--- config.mk ---
export PLATFORM = sky130hd
export DESIGN_NAME = bus_device_port
export DESIGN_NICKNAME = d
export VERILOG_FILES = /design/src/rtl/bus_device_port.sv
export SDC_FILE = /design/constraint.sdc
export NUM_CORES = 1
export LEC_CHECK = 0
export CAP_MARGIN = 10
export CORE_MARGIN = 1
export CORE_UTILIZATION = 30
export DETAILED_ROUTE_END_ITERATION = 8
export SLEW_MARGIN = 20
export SYNTH_ARGS = -nofsm -noshare
export SYNTH_HDL_FRONTEND = slang
export SYNTH_SLANG_ARGS = --single-unit
export TNS_END_PERCENT = 50
--- constraint.sdc ---
create_clock -name clk -period 3.4 [get_ports clk]
set_input_delay 0.34 -clock clk [delete_from_list [all_inputs] [get_ports clk]]
set_output_delay 0.34 -clock clk [all_outputs]
set_load 0.05 [all_outputs]
--- src/rtl/bus_device_port.sv ---
// Device-side bus endpoint: a TX FIFO served to the bus through pndng/pop/D_pop,
// and an RX FIFO that keeps only bus pushes addressed to this device or to broadcast.
module bus_device_port #(
    parameter int         pckg_sz   = 16,
    parameter int         depth     = 8,
    parameter logic [7:0] id        = 8'd0,
    parameter logic [7:0] broadcast = 8'hFF
) (
    input  logic               clk,
    input  logic               reset,
    output logic               pndng,
    output logic [pckg_sz-1:0] D_pop,
    input  logic               pop,
    input  logic               push,
    input  logic [pckg_sz-1:0] D_push,
    input  logic               tx_wr,
    input  logic [pckg_sz-1:0] tx_data,
    output logic               tx_full,
    input  logic               rx_rd,
    output logic [pckg_sz-1:0] rx_data,
    output logic               rx_valid,
    output logic [7:0]         drop_cnt,
    output logic [7:0]         misroute_cnt,
    output logic               proto_err
);

    localparam int             AW    = $clog2(depth);
    localparam int             CW    = AW + 1;
    localparam logic [CW-1:0]  FULL  = CW'(depth);

    logic [pckg_sz-1:0] tx_mem [depth];
    logic [pckg_sz-1:0] rx_mem [depth];
    logic [AW-1:0]      tx_wptr, tx_rptr, rx_wptr, rx_rptr;
    logic [CW-1:0]      tx_count, rx_count;

    logic       tx_do_pop, tx_do_wr, rx_do_rd, rx_do_wr;
    logic       rx_match, rx_drop, rx_misroute, bad_access;
    logic [7:0] dest;

    // A valid read in the same cycle frees a slot, so a write while full still lands.
    always_comb begin
        dest        = D_push[pckg_sz-1:pckg_sz-8];
        rx_match    = (dest == id) || (dest == broadcast);
        tx_do_pop   = pop && (tx_count != '0);
        tx_do_wr    = tx_wr && ((tx_count != FULL) || tx_do_pop);
        rx_do_rd    = rx_rd && (rx_count != '0);
        rx_do_wr    = push && rx_match && ((rx_count != FULL) || rx_do_rd);
        rx_drop     = push && rx_match && (rx_count == FULL) && !rx_do_rd;
        rx_misroute = push && !rx_match;
        bad_access  = (pop && (tx_count == '0)) || (rx_rd && (rx_count == '0));
    end

    assign pndng    = (tx_count != '0);
    assign tx_full  = (tx_count == FULL);
    assign D_pop    = pndng ? tx_mem[tx_rptr] : '0;
    assign rx_valid = (rx_count != '0);
    assign rx_data  = rx_valid ? rx_mem[rx_rptr] : '0;

    // Storage carries no reset; only the pointers and counts define what is buffered.
    always_ff @(posedge clk) begin
        if (tx_do_wr) tx_mem[tx_wptr] <= tx_data;
        if (rx_do_wr) rx_mem[rx_wptr] <= D_push;
    end

    always_ff @(posedge clk) begin
        if (reset) begin
            tx_wptr  <= '0;
            tx_rptr  <= '0;
            tx_count <= '0;
        end else begin
            if (tx_do_wr)  tx_wptr <= tx_wptr + 1'b1;
            if (tx_do_pop) tx_rptr <= tx_rptr + 1'b1;
            case ({tx_do_wr, tx_do_pop})
                2'b10:   tx_count <= tx_count + 1'b1;
                2'b01:   tx_count <= tx_count - 1'b1;
                default: tx_count <= tx_count;
            endcase
        end
    end

    always_ff @(posedge clk) begin
        if (reset) begin
            rx_wptr  <= '0;
            rx_rptr  <= '0;
            rx_count <= '0;
        end else begin
            if (rx_do_wr) rx_wptr <= rx_wptr + 1'b1;
            if (rx_do_rd) rx_rptr <= rx_rptr + 1'b1;
            case ({rx_do_wr, rx_do_rd})
                2'b10:   rx_count <= rx_count + 1'b1;
                2'b01:   rx_count <= rx_count - 1'b1;
                default: rx_count <= rx_count;
            endcase
        end
    end

    // Diagnostic counters saturate rather than wrap so a flood stays visible.
    always_ff @(posedge clk) begin
        if (reset) begin
            drop_cnt     <= '0;
            misroute_cnt <= '0;
            proto_err    <= 1'b0;
        end else begin
            if (rx_drop && drop_cnt != 8'hFF)         drop_cnt     <= drop_cnt + 8'd1;
            if (rx_misroute && misroute_cnt != 8'hFF) misroute_cnt <= misroute_cnt + 8'd1;
            if (bad_access)                           proto_err    <= 1'b1;
        end
    end

endmodule

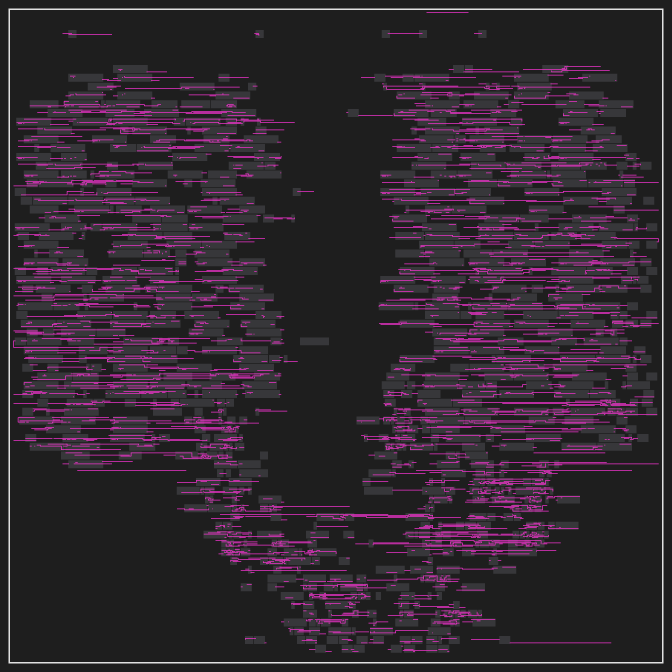
Figure 1: M1 wires.
- main direction: horizontal
- wire length on this layer: 10700 um
- share of all routed wire: 44%
- longest straight run: 44.6 um
final WL: 24.6 mm
met1 Track Usage GR: 0.156

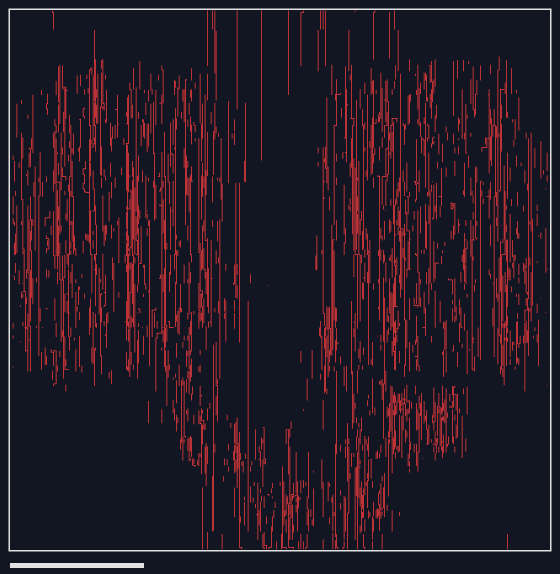
Figure 2: the metal 2 layer.
Scale bar: 50 um.
- nets with wire on the layer: 755
- longest straight run: 86.0 um
- main direction: vertical
- share of all routed wire: 50%
- wire length on this layer: 12400 um
met2 usage: 0.208
Vias: 6333

==> out/summary.txt <==
met3 wire len: 1.04 mm
P_seq: 4250 uW
hold path depth: 2
maximum VDD drop: 0.668 mV
largest non-sequential cell family by area: multiplexers
top cells by count: edfxtp_1 (256), nor2_1 (76), mux4_2 (64), dfxtp_1 (43), mux2i_1 (38)
Syn Inst Count: 678
CP arrival: 2.82 ns
grt ovf: 0
htree depth: 2
Sink Count: 299
Seq share, synth: 0.713
Worst Reg-to-Reg Cells: 13
Setup Viol. Count Final: 0
status: complete, no violations
Inverters: 11
n_taps: 518
CTS tree: built
post-synth top area cell: edfxtp_1
MI comb cells: 338
final core occ: 0.379
yosys warns: 0
Synth Flop Type: edfxtp_1
Placement Setup Slack: 0.316 ns
crit-path cells: buf_4 -> mux4_2 -> mux2i_1 -> nor2_1 -> clkdlybuf4s50_1
leak pwr: 0.00476 uW
Yosys Chip Area: 12000 sq um
first-pass GRT wire length: 38.2 mm
Syn Std Cell Area: 12000 sq um
HP Class: in2reg
Synth mux share: 0.153
#FFs+latches synth: 299
Sw Ratio: 0.329
clk buf depth: 3
worst path bufs/invs: 2
ao+oa area frac: 0.0235
clock-cell share of area: 0.0691
Largest regs: rx_mem: 128 flops, tx_mem: 128 flops
Hold Vio Cnt, Final: 0
Die Height: 202 um
final setup TNS: 0 ns
R2R Path End: rx_count[3]
Ports: 90
Detail Route Antenna Nets: 0
flop share of the area: 0.578
Initial Utilization: 0.307
Gate power share: 0.307
reg-to-reg slack, setup: 0.64 ns
Fmax achieved: 316 MHz
slew margin rel.: 0.453
Clock transition at path regs: 0.06 ns
core footprint: 39000 sq um
Tcrit/Tclk final: 0.930
Metal-1 WL: 10.7 mm
Log Warnings: 26
Comb power: 3360 uW
RePlAce Congestion: 0.746
Power Density: 738 nW/um^2
ys cells: 678
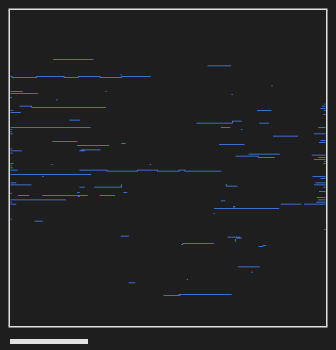
Figure 3: the metal 3 layer.
Scale bar: 50 um.
- nets with wire on the layer: 74
- longest straight run: 51.3 um
- main direction: horizontal
met3 Use GR: 0.0258

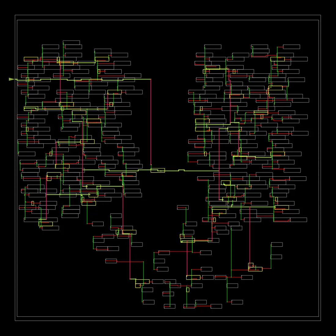
Figure 4: clock nets.
Seq cells: 299
clock buffers: 41
Latency at later pin: 0.52 ns

through the flow:
stage | total power (uW) | instance area (sq um)
2_1_floorplan | 6650 | 12000
3_3_place_gp | 7740 | 13800
3_5_place_dp | 7760 | 13800
4_1_cts | 11100 | 14800
5_1_grt | 11400 | 14800
6_report | 10900 | 14800
worst max path at each step:
stage / cells after the start / from / end
finish: 5 / register / D_pop[10]
global placement: 13 / D_push[12] / rx_count[3]
CTS: 5 / register / D_pop[10]
floorplan: 6 / D_push[12] / rx_mem[2][0]
global route: 5 / register / D_pop[10]
detailed placement: 13 / D_push[12] / rx_count[3]
cells by family (layout without fill, tap and decap cells):
family          count (synthesis)  in the layout
xor+xnor                       24             24
flops                         299            299
buf+inv                        41            201
fa+ha+maj                      12             12
simple gates                  160            160
compound gates                 39             39
mux                           103            103
No activity file was given, so power comes from the tool's default toggle rates.
